Fig. 1: run 1, the metal 4 layer
The bar under the picture is 50 um long.
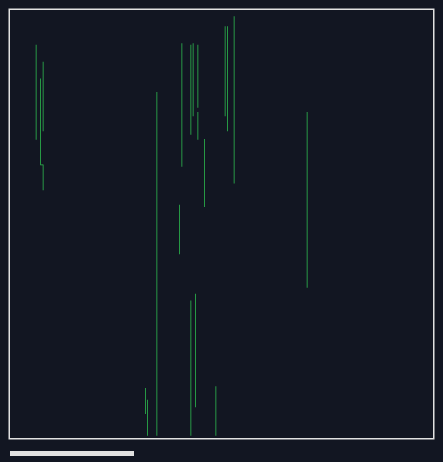
Fig. 2: run 1, M1 wires
The bar under the picture is 50 um long.
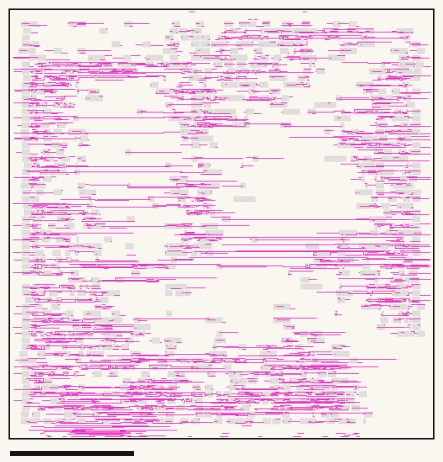
Fig. 3: run 1, signal wires on met2
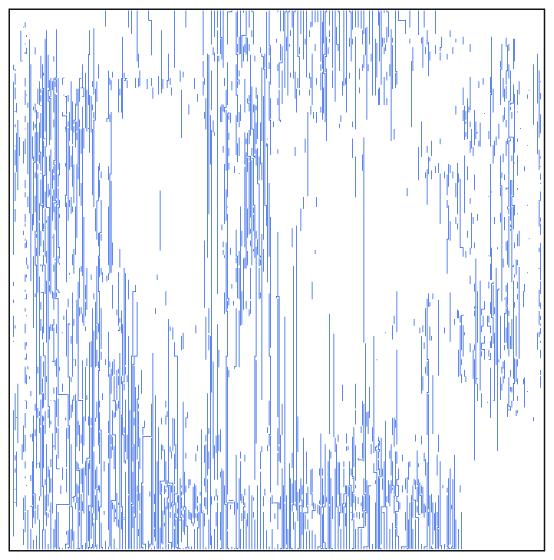
**config.mk**
```make
export PLATFORM = sky130hd
export DESIGN_NAME = ceres_pbus_bridge
export DESIGN_NICKNAME = d
export VERILOG_FILES = /design/src/rtl/ceres_pbus_bridge.sv
export SDC_FILE = /design/constraint.sdc
export NUM_CORES = 1
export LEC_CHECK = 0
export CAP_MARGIN = 25
export CORE_AREA = 3 3 168 170
export DETAILED_ROUTE_END_ITERATION = 12
export DIE_AREA = 0 0 171 173
export PLACE_DENSITY = 0.59
export REMOVE_ABC_BUFFERS = 1
export SYNTH_ARGS = -nofsm -noshare
export SYNTH_HDL_FRONTEND = slang
export SYNTH_SLANG_ARGS = --single-unit
```
**constraint.sdc**
```tcl
create_clock -name clk_i -period 2.1 [get_ports clk_i]
set_input_delay 0.315 -clock clk_i [delete_from_list [all_inputs] [get_ports clk_i]]
set_output_delay 0.315 -clock clk_i [all_outputs]
set_load 0.02 [all_outputs]
```
**src/rtl/ceres_pbus_bridge.sv**
```systemverilog
// CPU iomem to APB-style peripheral bus bridge: one outstanding transfer, slot = addr[15:12].
// Optional ACCESS timeout is enabled by defining CERES_PBUS_TIMEOUT_EN.
module ceres_pbus_bridge #(
  parameter int NUM_SLAVES     = 8,
  parameter int PADDR_W        = 12,
  parameter int TIMEOUT_CYCLES = 255
) (
  input  logic                    clk_i,
  input  logic                    rst_i,
  input  logic                    req_valid_i,
  input  logic                    req_sel_i,
  input  logic [31:0]             req_addr_i,
  input  logic [31:0]             req_wdata_i,
  input  logic [3:0]              req_wstrb_i,
  output logic                    res_valid_o,
  output logic [31:0]             res_rdata_o,
  output logic                    res_err_o,
  output logic                    busy_o,
  output logic [NUM_SLAVES-1:0]   psel_o,
  output logic                    penable_o,
  output logic                    pwrite_o,
  output logic [PADDR_W-1:0]      paddr_o,
  output logic [31:0]             pwdata_o,
  output logic [3:0]              pstrb_o,
  input  logic [NUM_SLAVES*32-1:0] prdata_i,
  input  logic [NUM_SLAVES-1:0]   pready_i,
  input  logic [NUM_SLAVES-1:0]   pslverr_i
);

  typedef enum logic [1:0] {IDLE, SETUP, ACCESS, RESP} state_t;

  state_t                  state;
  logic                    slot_ok;
  logic [NUM_SLAVES-1:0]   slot_onehot;
  logic                    sel_ready;
  logic                    sel_err;
  logic [31:0]             sel_rdata;
  logic                    addr_unused;

  assign slot_ok     = ({28'd0, req_addr_i[15:12]} < NUM_SLAVES);
  assign slot_onehot = NUM_SLAVES'(1) << req_addr_i[15:12];
  assign addr_unused = ^{req_addr_i[31:16], req_addr_i[1:0]};
  assign busy_o      = (state != IDLE);

  // psel_o is one-hot while a slave is addressed, so masking by it picks that slave
  assign sel_ready = |(pready_i & psel_o);
  assign sel_err   = |(pslverr_i & psel_o);

  always_comb begin
    sel_rdata = '0;
    for (int i = 0; i < NUM_SLAVES; i++) begin
      if (psel_o[i]) sel_rdata = sel_rdata | prdata_i[32*i +: 32];
    end
  end

`ifdef CERES_PBUS_TIMEOUT_EN
  localparam int CNT_W = (TIMEOUT_CYCLES > 255) ? $clog2(TIMEOUT_CYCLES + 1) : 8;
  logic [CNT_W-1:0] wait_cnt;
`endif

  always_ff @(posedge clk_i) begin
    if (rst_i) begin
      state       <= IDLE;
      psel_o      <= '0;
      penable_o   <= 1'b0;
      pwrite_o    <= 1'b0;
      paddr_o     <= '0;
      pwdata_o    <= '0;
      pstrb_o     <= '0;
      res_valid_o <= 1'b0;
      res_rdata_o <= '0;
      res_err_o   <= 1'b0;
`ifdef CERES_PBUS_TIMEOUT_EN
      wait_cnt    <= '0;
`endif
    end else begin
      case (state)
        IDLE: begin
          if (req_valid_i && req_sel_i) begin
            paddr_o  <= {req_addr_i[PADDR_W-1:2], 2'b00};
            pwdata_o <= req_wdata_i;
            pstrb_o  <= req_wstrb_i;
            pwrite_o <= |req_wstrb_i;
            if (slot_ok) begin
              psel_o <= slot_onehot;
              state  <= SETUP;
            end else begin
              res_valid_o <= 1'b1;
              res_err_o   <= 1'b1;
              res_rdata_o <= '0;
              state       <= RESP;
            end
          end
        end
        SETUP: begin
          penable_o <= 1'b1;
`ifdef CERES_PBUS_TIMEOUT_EN
          wait_cnt  <= '0;
`endif
          state     <= ACCESS;
        end
        ACCESS: begin
          if (sel_ready) begin
            psel_o      <= '0;
            penable_o   <= 1'b0;
            res_valid_o <= 1'b1;
            res_err_o   <= sel_err;
            res_rdata_o <= pwrite_o ? 32'd0 : sel_rdata;
            state       <= RESP;
`ifdef CERES_PBUS_TIMEOUT_EN
          // this cycle is the TIMEOUT_CYCLES-th one without pready
          end else if (wait_cnt == CNT_W'(TIMEOUT_CYCLES - 1)) begin
            psel_o      <= '0;
            penable_o   <= 1'b0;
            res_valid_o <= 1'b1;
            res_err_o   <= 1'b1;
            res_rdata_o <= '0;
            state       <= RESP;
          end else begin
            wait_cnt <= wait_cnt + 1'b1;
`endif
          end
        end
        RESP: begin
          res_valid_o <= 1'b0;
          res_err_o   <= 1'b0;
          res_rdata_o <= '0;
          state       <= IDLE;
        end
        default: state <= IDLE;
      endcase
    end
  end

endmodule

```
==> reports/summary.log, run 1 <==
[critical_path] CP startpoint psel_o[0]$_SDFFE_PP0P_
[critical_path] endpoint of the worst register-to-register path res_rdata_o[19]$_SDFFE_PP0P_
[pwr] Static Leakage 3.55 nW
[final_layout] fraction of layout cells with a size suffix above 1 6.67%
[detailed_routing] total length of routed met2 wires 14.7 mm
[grt] remaining global-route overflow 0
[final_layout] combined flip-flop and latch cell area 1850 um^2
[critical_path] origin of the critical flop-to-flop path state[0]$_SDFFE_PP0P_
[flow_run] OpenROAD warning count 46
[floorplan] core region area 26900 um^2
[detailed_routing] routed wire length per instance 20.6 um
[final_layout] largest registers pwdata_o (32), res_rdata_o (32), paddr_o (10)
[critical_path] capture point of the worst path psel_o[0]
[grt] total global routing track utilization 18.1%
[clock_tree] post-CTS resize count 1
[critical_path] stages on the worst setup path 1
[sta] RSZ-0062 raised after global routing false
[hold_path] number of instances on the worst hold path 2
[flow_run] max_cap viols 0
[place] global placer's final weighted congestion 0.856
[logic_synthesis] #FFs+latches synth 92
[logic_synthesis] post-synthesis cell area 5020 um^2
[logic_synthesis] combinational family with the most area after synthesis AND-OR/OR-AND gates
[final_layout] relative area of clock buffers and inverters in the final design 3.03%
[critical_path] sequence of cells on the critical path clkdlybuf4s50_1
[logic_synthesis] cells in synth_stat.txt 630
[pwr] cell area power density 664 nW/um^2
[grt] pin count of the biggest net entering global routing 48
[detailed_routing] routed length on met3 1.87 mm
[logic_synthesis] fraction of synthesis flops using an asynchronous set or reset pin 0%
[logic_synthesis] EDFF count, synth 0
[logic_synthesis] top cells by area, synth sky130_fd_sc_hd__dfxtp_1, sky130_fd_sc_hd__a22oi_1, sky130_fd_sc_hd__nand2_1
[floorplan] count of pins on the block boundary 437
[logic_synthesis] xor+xnor area frac 0%
[detailed_routing] number of iterations in the first detailed-routing pass 5
[status] run status completed
[detailed_routing] wire length on met1 11.0 mm
[grt] met3 Track Usage GR 3.61%
[logic_synthesis] Synth Instances 630
[pwr] Power Internal 0.00425 W
[floorplan] FP Rows 60
[floorplan] Chip Width 171 um
[logic_synthesis] fraction of the mapped netlist area in adder cells 0.996%
[final_layout] antenna fix cells 4
[hold_path] end point of the most critical hold path pwdata_o[1]$_SDFFE_PP0P_
[critical_path] Arr. time, crit path 1.64 ns
[final_layout] fill cell total of the finished layout 2837
[pwr] Final Power 0.00659 W
[hold_path] start point of the worst min-delay path rst_i
[floorplan] height of the chip 173 um
[final_layout] registers 92
[critical_path] CP max stage cell sky130_fd_sc_hd__clkdlybuf4s50_1
[logic_synthesis] Top cell area share 36.7%
[pwr] power share of the combinational group 44.3%
[sta] Worst-Margin Slew 0.590 ns
[floorplan] Core Util at FP 18.7%
[pwr] worst supply voltage drop on vdd 0.366 mV
[critical_path] maximum cell stage delay along the critical path 0.75 ns
[logic_synthesis] synthesized-area fraction occupied by ao, oa, aoi and oai cells 27.8%
[final_layout] non-clock buffer contribution to total cell area 44.7%
[clock_tree] number of setup buffers added after CTS 0
[critical_path] number of buffers and inverters on the critical path 1
[grt] global routing usage on met1 20.2%
[grt] peak-usage layer in the global routing report met2
[detailed_routing] final wirelength 28.4 mm
[pwr] clock share of power 25.5%
[final_layout] post-synthesis to final-layout area growth 97.6%
[logic_synthesis] Post-Syn Area per Cell 7.97 um^2
[grt] wire length of the first global-routing pass 40.4 mm
[logic_synthesis] Primary FF master, synth sky130_fd_sc_hd__dfxtp_1
[clock_tree] number of sinks driven by the clock tree 92
[sta] clk_skew 0.0126 ns
[critical_path] classification of the worst setup path reg2out
[final_layout] biggest cell category by area in the final layout buffers
[clock_tree] CTS buffer count 9
[critical_path] startpoint type of the worst setup path flip-flop
[detailed_routing] number of remaining DRC errors 0
[final_layout] dominant logic cell types in the final layout sky130_fd_sc_hd__clkdlybuf4s50_1, sky130_fd_sc_hd__nand2_1, sky130_fd_sc_hd__a22oi_1
[logic_synthesis] sequential-to-total area share from yosys stat 36.7%
[clock_tree] hold-fix buffer count after cts 0
[final_layout] Non-CTS buffers 447
[final_layout] Final nets 1377
[hold_path] Hold Crit Class in2reg
[clock_tree] buffer depth of the longest clock path 2
[place] total placed instance area 9620 um^2
[final_layout] area of the multi-input gates 2880 um^2
[final_layout] Layout clock buffers 9
[place] setup slack after placement 0.124 ns
[critical_path] highest net fanout along the worst path 7
[sta] final period utilization 92.9%
[detailed_routing] top sig layer met4
[floorplan] area of the chip 29600 um^2
[detailed_routing] number of nets with antenna violations after detailed routing 0
[detailed_routing] Via density 4.70
[floorplan] tap cell instance count 341
[final_layout] Top cell excl fill/tap sky130_fd_sc_hd__clkdlybuf4s50_1
[place] placed cells 1359
[critical_path] FF-to-FF path depth 7
[pwr] switching part of the total power 35.6%
[place] IO Port Bufs 416
[logic_synthesis] simple-gate share of the synthesized area 19.9%
[pwr] net switching power 0.00235 W
[logic_synthesis] Warnings, synthesis 0
[sta] count of endpoints failing hold in the final timing report 0
[detailed_routing] vias after detailed routing 6479
[sta] Slew HR 60.4%
[clock_tree] number of H-tree levels 3
[final_layout] inverter count of the layout excluding clock inverters 5
[pwr] Seq pwr share 30.3%
[grt] number of antenna violations at the first check in global routing 4
[critical_path] required time of the worst setup path 1.78 ns
[sta] final-report setup violation count 0
[final_layout] final instance area 9920 um^2
[sta] count of final max-slew check failures 0
[sta] min setup slack post-route 0.150 ns
[logic_synthesis] mux share 8.27%
[place] estimated wirelength of the detail-placed design 22.6 mm
[logic_synthesis] Unique masters post-synth 42
[sta] top achievable clock speed 0.513 GHz
## Picture notes: Fig. 1
nets with wire on the layer = 17
share of all routed wire = 2.9%

## Picture notes: Fig. 2
longest straight run = 84.6 um
main direction = horizontal

## Picture notes: Fig. 3
longest straight run = 91.1 um
main direction = vertical
nets with wire on the layer = 1132
share of all routed wire = 52%
wire length on this layer = 14700 um

run 1: synth_stat cells (2+ instances only):
cell type	n
sky130_fd_sc_hd__nand2_1	177
sky130_fd_sc_hd__a22oi_1	131
sky130_fd_sc_hd__dfxtp_1	92
sky130_fd_sc_hd__a21oi_1	48
sky130_fd_sc_hd__clkbuf_1	43
sky130_fd_sc_hd__mux2i_1	40
sky130_fd_sc_hd__nand4_1	32
sky130_fd_sc_hd__buf_2	9
sky130_fd_sc_hd__nor3b_1	5
sky130_fd_sc_hd__ha_1	4
sky130_fd_sc_hd__inv_1	4
sky130_fd_sc_hd__buf_12	3
sky130_fd_sc_hd__nand3_1	3
sky130_fd_sc_hd__nor2_1	3
sky130_fd_sc_hd__nor3_1	3
sky130_fd_sc_hd__a22oi_2	2
sky130_fd_sc_hd__and3_1	2
sky130_fd_sc_hd__buf_1	2
sky130_fd_sc_hd__buf_4	2
sky130_fd_sc_hd__o21ai_0	2
sky130_fd_sc_hd__o21ai_4	2
run 1: power groups by stage:
stage | clock network (W) | registers (W) | logic, W
after floorplan | 0 | 0.00221 | 0.00126
after global placement | 0 | 0.00204 | 0.00296
after detailed placement | 0 | 0.00204 | 0.00298
after CTS | 0.00175 | 0.00200 | 0.00298
after global routing | 0.00182 | 0.00202 | 0.00313
final | 0.00168 | 0.00200 | 0.00292
run 1: through the flow:
step | hold slack [ns] | util, % | setup TNS, ns
floorplan | 0.384 | - | -19.97
global placement | 0.442 | 35.8 | 0
detailed placement | 0.446 | 35.8 | 0
CTS | 0.295 | 36.9 | 0
global route | 0.314 | 36.9 | 0
finish | 0.287 | 36.9 | 0
==> run 2, diff against run 1 <==
--- a/config.mk
+++ b/config.mk
@@ -5,11 +5,12 @@
 export SDC_FILE = /design/constraint.sdc
 export NUM_CORES = 1
 export LEC_CHECK = 0
+export ABC_AREA = 1
 export CAP_MARGIN = 25
-export CORE_AREA = 3 3 168 170
+export CORE_AREA = 3 3 167 169
 export DETAILED_ROUTE_END_ITERATION = 12
-export DIE_AREA = 0 0 171 173
-export PLACE_DENSITY = 0.59
+export DIE_AREA = 0 0 170 172
+export PLACE_DENSITY = 0.63
 export REMOVE_ABC_BUFFERS = 1
 export SYNTH_ARGS = -nofsm -noshare
 export SYNTH_HDL_FRONTEND = slang
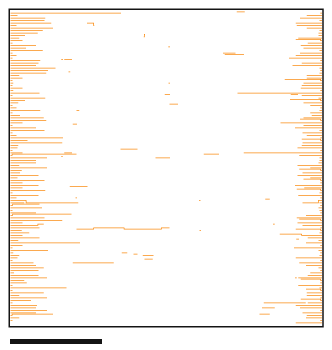
Fig. 4. M3 wires (run 2).
The bar under the picture is 50 um long.
nets with wire on the layer = 269
main direction = horizontal
met3 Track Usage GR: 6.10%
final wirelength: 29.7 mm
vias after detailed routing: 7611

==> reports/summary.log, run 2 <==
[status] run status completed
[detailed_routing] top sig layer met5
[logic_synthesis] most common cell in the synthesized netlist sky130_fd_sc_hd__nand2_1
[pwr] Static Leakage 4.55 nW
[critical_path] stages on the worst setup path 1
[logic_synthesis] cells in synth_stat.txt 994
[final_layout] final instance area 10600 um^2
[critical_path] FF-to-FF path depth 8
[sta] final period utilization 92.9%
[grt] via count of the first global-routing pass 7356
[logic_synthesis] sequential-to-total area share from yosys stat 32.0%
[critical_path] kind of capture point of the worst setup path primary output
[sta] min setup slack post-route 0.149 ns
[place] placed cells 1720
[critical_path] CP max stage cell sky130_fd_sc_hd__clkdlybuf4s50_1
[logic_synthesis] Warnings, synthesis 0
[floorplan] area of the chip 29200 um^2
[sta] Sum Neg Setup Slack 0 ns
[detailed_routing] routed wire length per instance 17.1 um
[floorplan] Chip Width 170 um
[pwr] Final Power 0.0126 W
[critical_path] highest net fanout along the worst path 8
[logic_synthesis] #FFs+latches synth 92
[final_layout] post-synthesis to final-layout area growth 84.7%
[logic_synthesis] commonest cells in the synthesized netlist sky130_fd_sc_hd__nand2_1, sky130_fd_sc_hd__nor2_1, sky130_fd_sc_hd__dfxtp_1
[logic_synthesis] area figure in the yosys stat output 5760 um^2
[floorplan] core region area 26700 um^2
[detailed_routing] total length of routed met2 wires 14.5 mm
[flow_run] max_cap viols 0
[grt] remaining global-route overflow 0
[clock_tree] Clock transition at path regs 0.08 ns
[clock_tree] CTS tree done
[clock_tree] number of sinks driven by the clock tree 92
[clock_tree] number of H-tree levels 3
[place] IO Port Bufs 416
[grt] wire length of the first global-routing pass 42.4 mm
[clock_tree] post-CTS resize count 1
[place] global placer's final weighted congestion 0.827
[logic_synthesis] fraction of synthesis flops using an asynchronous set or reset pin 0%
[clock_tree] hold-fix buffer count after cts 0
[sta] RSZ-0062 raised after global routing false
[critical_path] number of buffers and inverters on the critical path 1
[detailed_routing] Initial DRC Count 299
[floorplan] height of the chip 172 um
[grt] global routing usage on met1 21.9%
[final_layout] antenna fix cells 0
[critical_path] required time of the worst setup path 1.78 ns
[detailed_routing] Via density 4.38
[grt] total global routing track utilization 18.9%
[sta] count of endpoints failing hold in the final timing report 0
[floorplan] Core Util at FP 21.6%
[grt] number of antenna violations at the first check in global routing 2
[logic_synthesis] Top cell area share 32.0%
[final_layout] non-filler instance count after layout 1736
[detailed_routing] number of nets with antenna violations after detailed routing 0
[place] estimated wirelength of the detail-placed design 23.1 mm
[flow_run] OpenROAD warning count 46
[hold_path] Hold Crit Class reg2reg
[pwr] power share of the combinational group 63.2%
[logic_synthesis] Post-Syn Area per Cell 5.80 um^2
[logic_synthesis] Synth Instances 994
[critical_path] CP delay by family, top buffers and inverters
[clock_tree] CTS root buffer sky130_fd_sc_hd__clkbuf_16
[sta] final-report setup violation count 0
[final_layout] area of the multi-input gates 3330 um^2
[critical_path] setup slack on the worst flop-to-flop path 0.28 ns
[pwr] cell area power density 1180 nW/um^2
[critical_path] Arr. time, crit path 1.64 ns
[sta] worst-case hold slack 0.473 ns
[sta] count of final max-slew check failures 0
[grt] peak-usage layer in the global routing report met2
[pwr] switching part of the total power 48.1%
[final_layout] Final nets 1738
[clock_tree] CTS buffer count 9
[critical_path] startpoint type of the worst setup path flip-flop
[final_layout] fill cell total of the finished layout 2838
[final_layout] final core utilization 39.8%
[pwr] Seq pwr share 23.4%
[final_layout] Top cell excl fill/tap sky130_fd_sc_hd__nand2_1
[clock_tree] Late-Pin Clk Latency 0.35 ns
[logic_synthesis] post-synthesis cell area 5760 um^2
[sta] clk_skew 0.0132 ns
[pwr] net switching power 0.00604 W
[floorplan] count of pins on the block boundary 437
[detailed_routing] wire length on met1 12.0 mm
[hold_path] number of instances on the worst hold path 2
[critical_path] maximum cell stage delay along the critical path 0.70 ns
[critical_path] classification of the worst setup path reg2out
[final_layout] largest registers pwdata_o (32), res_rdata_o (32), paddr_o (10)
[grt] pin count of the biggest net entering global routing 61
[clock_tree] number of setup buffers added after CTS 0
[logic_synthesis] top cells by area, synth sky130_fd_sc_hd__dfxtp_1, sky130_fd_sc_hd__nand2_1, sky130_fd_sc_hd__nor2_1
[floorplan] FP Rows 60
[logic_synthesis] EDFF count, synth 0
[final_layout] combined flip-flop and latch cell area 1850 um^2
[pwr] Power Internal 0.00651 W
[detailed_routing] number of remaining DRC errors 0
[clock_tree] buffer depth of the longest clock path 2
[sta] minimum clock period 1.95 ns
[pwr] worst supply voltage drop on vdd 0.571 mV
[logic_synthesis] post-synthesis cell type with the largest combined area sky130_fd_sc_hd__dfxtp_1
[detailed_routing] number of iterations in the first detailed-routing pass 4
[final_layout] fraction of layout cells with a size suffix above 1 5.30%
[critical_path] sequence of cells on the critical path clkdlybuf4s50_1
[place] total placed instance area 10400 um^2
[detailed_routing] routed length on met3 2.69 mm
[final_layout] dominant logic cell types in the final layout sky130_fd_sc_hd__nand2_1, sky130_fd_sc_hd__clkdlybuf4s50_1, sky130_fd_sc_hd__nor2_1
[pwr] clock share of power 13.4%
[logic_synthesis] Primary FF master, synth sky130_fd_sc_hd__dfxtp_1
[place] setup slack after placement 0.184 ns
[sta] top achievable clock speed 0.512 GHz
[logic_synthesis] Unique masters post-synth 28
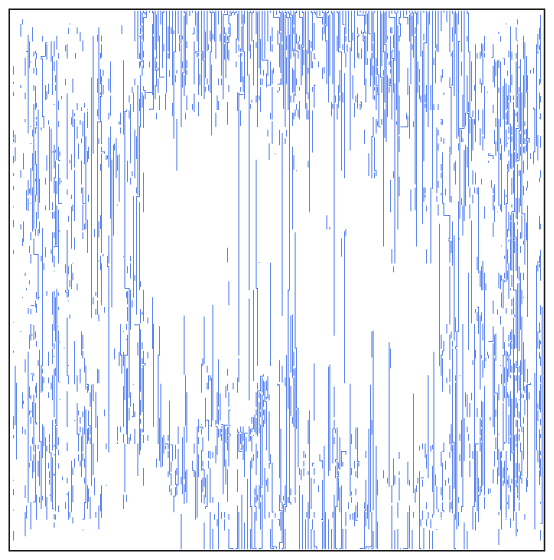
Fig. 5. Signal wires on met2 (run 2).
nets with wire on the layer = 1299
wire length on this layer = 14500 um
main direction = vertical
share of all routed wire = 49%
longest straight run = 103 um
met2 demand-to-capacity share in global routing: 33.6%

-- run 2: cell count changes after synthesis, moves of 40 or more --
| cell | delta |
|---|---|
| sky130_fd_sc_hd__mux2i_1 | -40 |
| sky130_fd_sc_hd__a21oi_1 | -41 |
| sky130_fd_sc_hd__inv_1 | +59 |
| sky130_fd_sc_hd__a22oi_1 | -131 |
| sky130_fd_sc_hd__nand2_1 | +252 |
| sky130_fd_sc_hd__nor2_1 | +170 |
-- run 2: worst paths after layout --
path / end / startpoint
worst max-delay path: psel_o[5] / psel_o[5]$_SDFFE_PP0P_
worst max register to register: res_rdata_o[1]$_SDFFE_PP0P_ / state[0]$_SDFFE_PP0P_
worst min register to register: pstrb_o[3]$_SDFFE_PP0P_ / pstrb_o[3]$_SDFFE_PP0P_
worst min-delay path: pstrb_o[3]$_SDFFE_PP0P_ / pstrb_o[3]$_SDFFE_PP0P_
-- run 2: cell families (layout without fill, tap and decap cells) --
kind of cell / after synthesis / in the layout / share of synthesized area, %
buffers and inverters: 132 / 532 / 10.5
AND/OR/NAND/NOR: 684 / 684 / 48.4
AND-OR/OR-AND: 81 / 81 / 8.29
other: 1 / 2 / 0.0651
adder cells (fa/ha/maj): 4 / 4 / 0.868
flip-flops: 92 / 92 / 32.0
-- run 2: power groups by stage --
stage	combinational, W	clock (W)	sequential, W
6_report	0.00794	0.00168	0.00294
2_1_floorplan	0.00322	0	0.00378
3_5_place_dp	0.00805	0	0.00301
3_3_place_gp	0.00801	0	0.00298
5_1_grt	0.00881	0.00180	0.00303
4_1_cts	0.00808	0.00176	0.00297
-- run 2: layout make-up --
cell class	count	area share, %
inverters	65	2.29
clock buffers	9	2.12
well taps	341	4.01
repair buffers	451	42.3
clock inverters	7	0.635
flip-flops and latches	92	17.4
multi-input cells	771	31.3
No activity file was given, so power comes from the tool's default toggle rates.
